### src/rtl/vend_ctrl_n_pkg.sv
// Shared constants and types for the vend_ctrl_n transaction engine.
package vend_ctrl_n_pkg;

   localparam int unsigned NickelVal  = 5;
   localparam int unsigned DimeVal    = 10;
   localparam int unsigned QuarterVal = 25;
   localparam int unsigned DollarVal  = 100;

   typedef enum logic [1:0] {StIdle, StVend, StChange} state_e;

   typedef enum logic [1:0] {CoinNickel, CoinDime, CoinQuarter} coin_e;

   // Largest coin that still fits in the amount owed.
   function automatic coin_e greedy_coin(input int unsigned cents);
      if (cents >= QuarterVal) return CoinQuarter;
      if (cents >= DimeVal) return CoinDime;
      return CoinNickel;
   endfunction

endpackage

### src/rtl/vend_ctrl_n_change_pacer.sv
// Paces change pulses RETURN_GAP cycles apart and picks the next coin greedily.
module vend_ctrl_n_change_pacer
   import vend_ctrl_n_pkg::*;
#(
   parameter int unsigned CreditW   = 8,
   parameter int unsigned ReturnGap = 4
) (
   input  logic               clk_i,
   input  logic               rst_i,
   input  logic               start_i,
   input  logic               run_i,
   input  logic [CreditW-1:0] credit_i,
   output logic               fire_o,
   output coin_e              coin_o
);

   localparam int unsigned GapW = (ReturnGap > 2) ? $clog2(ReturnGap) : 1;

   logic [GapW-1:0] gap_q;

   // start_i pays out immediately; run_i waits for the gap to expire.
   assign fire_o = (credit_i != '0) && (start_i || (run_i && gap_q == '0));
   assign coin_o = greedy_coin(32'(credit_i));

   always_ff @(posedge clk_i) begin
      if (rst_i) begin
         gap_q <= '0;
      end else if (fire_o) begin
         gap_q <= GapW'(ReturnGap - 1);
      end else if (gap_q != '0) begin
         gap_q <= gap_q - GapW'(1);
      end
   end

endmodule

### src/rtl/vend_ctrl_n.sv
// N-item vending engine: coin credit, per-item stock, vend pulses and paced change return.
module vend_ctrl_n
   import vend_ctrl_n_pkg::*;
#(
   parameter int unsigned                      N_ITEMS    = 4,
   parameter int unsigned                      CREDIT_W   = 8,
   parameter int unsigned                      MAX_CREDIT = 200,
   parameter logic [N_ITEMS*CREDIT_W-1:0]      PRICES     = {4{8'd75}},
   parameter int unsigned                      STOCK_W    = 4,
   parameter int unsigned                      STOCK_INIT = 10,
   parameter int unsigned                      RETURN_GAP = 4
) (
   input  logic                clk,
   input  logic                rst,
   input  logic                nickel,
   input  logic                dime,
   input  logic                quarter,
   input  logic                dollar,
   input  logic [N_ITEMS-1:0]  select,
   input  logic                cancel,
   input  logic                restock,
   output logic [CREDIT_W-1:0] credit,
   output logic [N_ITEMS-1:0]  dispense,
   output logic                c_quarter,
   output logic                c_dime,
   output logic                c_nickel,
   output logic                coin_reject,
   output logic                deny,
   output logic [N_ITEMS-1:0]  sold_out,
   output logic                busy
);

   localparam int unsigned IdxW = (N_ITEMS > 1) ? $clog2(N_ITEMS) : 1;
   localparam int unsigned SumW = CREDIT_W + 1;

   if (MAX_CREDIT >= (1 << CREDIT_W)) begin : g_bad_max
      $error("MAX_CREDIT does not fit in CREDIT_W");
   end
   if (RETURN_GAP < 2) begin : g_bad_gap
      $error("RETURN_GAP must be at least 2");
   end

   state_e              state_q;
   logic [CREDIT_W-1:0] credit_q;
   logic [IdxW-1:0]     vend_idx_q;
   logic [N_ITEMS-1:0]  dispense_q;
   logic                c_quarter_q, c_dime_q, c_nickel_q;
   logic                coin_reject_q, deny_q;

   logic [CREDIT_W-1:0] price [N_ITEMS];
   logic [STOCK_W-1:0]  stock [N_ITEMS];

   logic                any_coin, one_coin, coin_ok;
   logic [SumW-1:0]     coin_val, coin_sum;
   logic [IdxW-1:0]     sel_idx;
   logic                sel_any, sel_ok;
   logic [CREDIT_W-1:0] pay_credit, pulse_val, change_left;
   logic                pacer_start, fire;
   coin_e               fire_coin;

   for (genvar i = 0; i < N_ITEMS; i++) begin : g_item
      logic [STOCK_W-1:0] cnt_q;

      if ((PRICES[i*CREDIT_W +: CREDIT_W] % 5) != 0 || PRICES[i*CREDIT_W +: CREDIT_W] == '0)
      begin : g_bad_price
         $error("item price must be a nonzero multiple of 5");
      end

      assign price[i]    = PRICES[i*CREDIT_W +: CREDIT_W];
      assign stock[i]    = cnt_q;
      assign sold_out[i] = (cnt_q == '0);

      // Restock wins over the vend decrement.
      always_ff @(posedge clk) begin
         if (rst || restock) begin
            cnt_q <= STOCK_W'(STOCK_INIT);
         end else if (state_q == StVend && vend_idx_q == IdxW'(i)) begin
            cnt_q <= cnt_q - STOCK_W'(1);
         end
      end
   end

   assign any_coin = nickel | dime | quarter | dollar;
   assign one_coin = ($countones({nickel, dime, quarter, dollar}) == 1);

   always_comb begin
      coin_val = '0;
      if (nickel)  coin_val = SumW'(NickelVal);
      if (dime)    coin_val = SumW'(DimeVal);
      if (quarter) coin_val = SumW'(QuarterVal);
      if (dollar)  coin_val = SumW'(DollarVal);
   end

   assign coin_sum = {1'b0, credit_q} + coin_val;
   assign coin_ok  = one_coin && (coin_sum <= SumW'(MAX_CREDIT));

   always_comb begin
      sel_idx = '0;
      for (int i = int'(N_ITEMS) - 1; i >= 0; i--) begin
         if (select[i]) sel_idx = IdxW'(i);
      end
   end

   assign sel_any = |select;
   assign sel_ok  = (stock[sel_idx] != '0) && (credit_q >= price[sel_idx]);

   // Change pulses are subtracted on the edge that ends the pulse cycle.
   always_comb begin
      pulse_val = '0;
      if (c_quarter_q)   pulse_val = CREDIT_W'(QuarterVal);
      else if (c_dime_q) pulse_val = CREDIT_W'(DimeVal);
      else if (c_nickel_q) pulse_val = CREDIT_W'(NickelVal);
   end

   assign change_left = credit_q - pulse_val;
   assign pay_credit  = (state_q == StVend) ? credit_q - price[vend_idx_q] : credit_q;
   assign pacer_start = (state_q == StVend) || (state_q == StIdle && !any_coin && cancel);

   vend_ctrl_n_change_pacer #(
      .CreditW   (CREDIT_W),
      .ReturnGap (RETURN_GAP)
   ) u_pacer (
      .clk_i    (clk),
      .rst_i    (rst),
      .start_i  (pacer_start),
      .run_i    (state_q == StChange),
      .credit_i (pay_credit),
      .fire_o   (fire),
      .coin_o   (fire_coin)
   );

   always_ff @(posedge clk) begin
      if (rst) begin
         state_q       <= StIdle;
         credit_q      <= '0;
         vend_idx_q    <= '0;
         dispense_q    <= '0;
         c_quarter_q   <= 1'b0;
         c_dime_q      <= 1'b0;
         c_nickel_q    <= 1'b0;
         coin_reject_q <= 1'b0;
         deny_q        <= 1'b0;
      end else begin
         dispense_q    <= '0;
         c_quarter_q   <= 1'b0;
         c_dime_q      <= 1'b0;
         c_nickel_q    <= 1'b0;
         coin_reject_q <= any_coin && (state_q != StIdle || !coin_ok);
         deny_q        <= 1'b0;
         unique case (state_q)
            StIdle: begin
               if (any_coin) begin
                  if (coin_ok) credit_q <= coin_sum[CREDIT_W-1:0];
               end else if (cancel) begin
                  if (credit_q != '0) state_q <= StChange;
               end else if (sel_any) begin
                  if (sel_ok) begin
                     state_q             <= StVend;
                     vend_idx_q          <= sel_idx;
                     dispense_q[sel_idx] <= 1'b1;
                  end else begin
                     deny_q <= 1'b1;
                  end
               end
            end
            StVend: begin
               credit_q <= pay_credit;
               state_q  <= (pay_credit != '0) ? StChange : StIdle;
            end
            StChange: begin
               credit_q <= change_left;
               if (change_left == '0) state_q <= StIdle;
            end
            default: state_q <= StIdle;
         endcase
         if (fire) begin
            c_quarter_q <= (fire_coin == CoinQuarter);
            c_dime_q    <= (fire_coin == CoinDime);
            c_nickel_q  <= (fire_coin == CoinNickel);
         end
      end
   end

   always_ff @(posedge clk) begin
      if (!rst && state_q == StVend) begin
         assert (credit_q >= price[vend_idx_q]) else $error("credit underflow on vend");
      end
      if (!rst && state_q == StChange) begin
         assert (credit_q >= pulse_val) else $error("credit underflow on change");
      end
   end

   assign credit      = credit_q;
   assign dispense    = dispense_q;
   assign c_quarter   = c_quarter_q;
   assign c_dime      = c_dime_q;
   assign c_nickel    = c_nickel_q;
   assign coin_reject = coin_reject_q;
   assign deny        = deny_q;
   assign busy        = (state_q != StIdle);

endmodule

### config.mk
export PLATFORM = sky130hd
export DESIGN_NAME = vend_ctrl_n
export DESIGN_NICKNAME = d
export VERILOG_FILES = /design/src/rtl/vend_ctrl_n_pkg.sv /design/src/rtl/vend_ctrl_n_change_pacer.sv /design/src/rtl/vend_ctrl_n.sv
export SDC_FILE = /design/constraint.sdc
export NUM_CORES = 1
export LEC_CHECK = 0
export CAP_MARGIN = 20
export CORE_ASPECT_RATIO = 1.2
export CORE_MARGIN = 2
export CORE_UTILIZATION = 52
export CTS_CLUSTER_SIZE = 40
export DETAILED_ROUTE_END_ITERATION = 10
export GPL_ROUTABILITY_DRIVEN = 0
export GPL_TIMING_DRIVEN = 0
export PLACE_DENSITY = 0.77
export SYNTH_ARGS = -nofsm -noshare
export SYNTH_HDL_FRONTEND = slang
export SYNTH_HIERARCHICAL = 1
export SYNTH_SLANG_ARGS = --single-unit
### constraint.sdc
create_clock -name clk -period 2.9 [get_ports clk]
set_input_delay 0.58 -clock clk [delete_from_list [all_inputs] [get_ports clk]]
set_output_delay 0.58 -clock clk [all_outputs]
set_load 0.05 [all_outputs]
Sizing map:
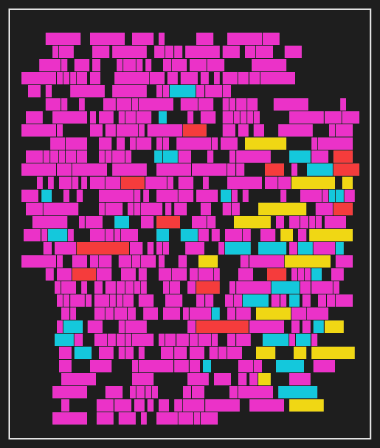
colour	size	cells
cyan	_2 cells	32
yellow	_3 and _4 cells	16
red	_6 and larger	12
magenta	_0 and _1 cells	374

Sequential cells grouped by signal name:
Other sequential cells in the stronger grey, the rest of the logic in the fainter grey.
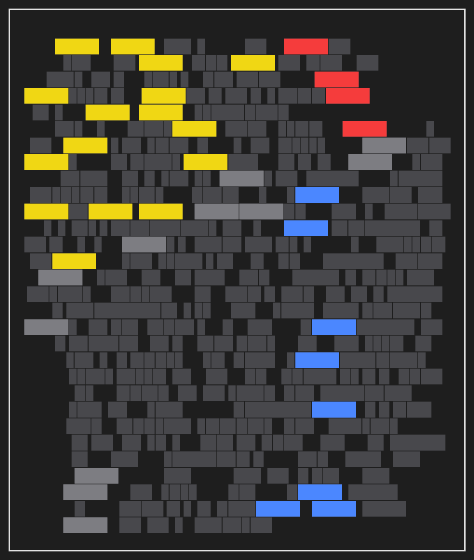
colour	signal	sequential cells
red	`dispense`	4
blue	`credit`	8
yellow	`g_item.cnt_q`	16
not coloured	11

Placed cells, one colour a class:
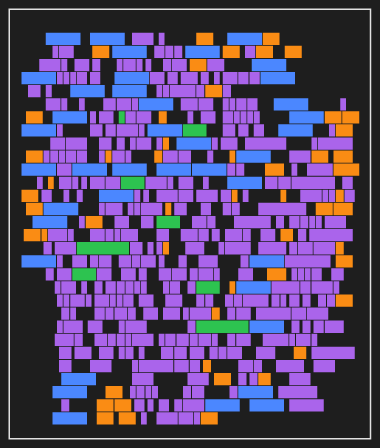
colour	class	cells	share of their area
orange	other buffers and delay cells	52	11%
blue	flops	39	21%
green	clock drivers and dummy loads	8	3.5%
purple	combinational and other logic	335	64%

Placement density heat map:
7 x 9 tiles, from black (low) to pale yellow (high), 0 to 100% covered.
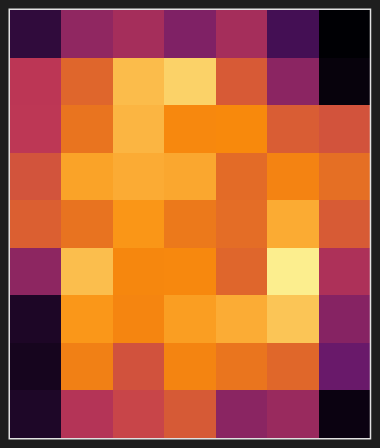
nearly empty tiles	3.2%
mean over tiles	57%
tiles over 75% full	22%

==> flow_summary.yaml <==
# synthesis and place-and-route metrics
outcome:
  status: "complete, no violations"
final_layout:
  area_share_clock_buf_inv_pct: 3.418
  non_clock_inverter_count: 36
  comb-cell-share_pct: 59.24
  nonClkBufAreaFrac_pct: 11.09
  regMostFlops: "g_item.cnt_q"
  final_cell_mix: "dfxtp_1, inv_1, nor2_1, nand2_1, clkdlybuf4s50_1"
  final_net_count: 477
worst_setup_path:
  start_kind: "primary input"
  r2r_end: "state_q[1]"
  crit_family: "AND-OR/OR-AND gates"
synth:
  ys_sh_simple_pct: 23.04
  top_logic_kind: "simple AND/OR/NAND/NOR gates"
  synthArstFlopShare_pct: 0
  synth_top_cell_by_count: "dfxtp_1"
  yosys.area.top_type: "dfxtp_1"
  syn_avg_cell_area_um2: 8.021
placed_design:
  portBuffers: 32
die:
  ioPinCount: 34
  dieHeight_um: 88.96
pwr:
  p_comb_uw: 745
  clkPwrFrac_pct: 29.2
  p_int_mw: 1.228
  p_switching_uw: 661.6
cts:
  htree_levels: 2
  cts_tree: "built"
final_timing:
  holdWs_ns: 0.5165
  final_max_slew_viol_count: 0
  max_freq_mhz: 349.6
detailed_routing:
  post_drt_wl_per_cell_um: 14.31
  drt_pass1_iterations: 4
  drc_errors: 0
  ant_nets: 0
grt:
  met3_usage_pct: 4.284
  grt.busiest_layer: "met2"
  use_met2_pct: 41.67
Power is estimated from default activity; no workload was simulated.
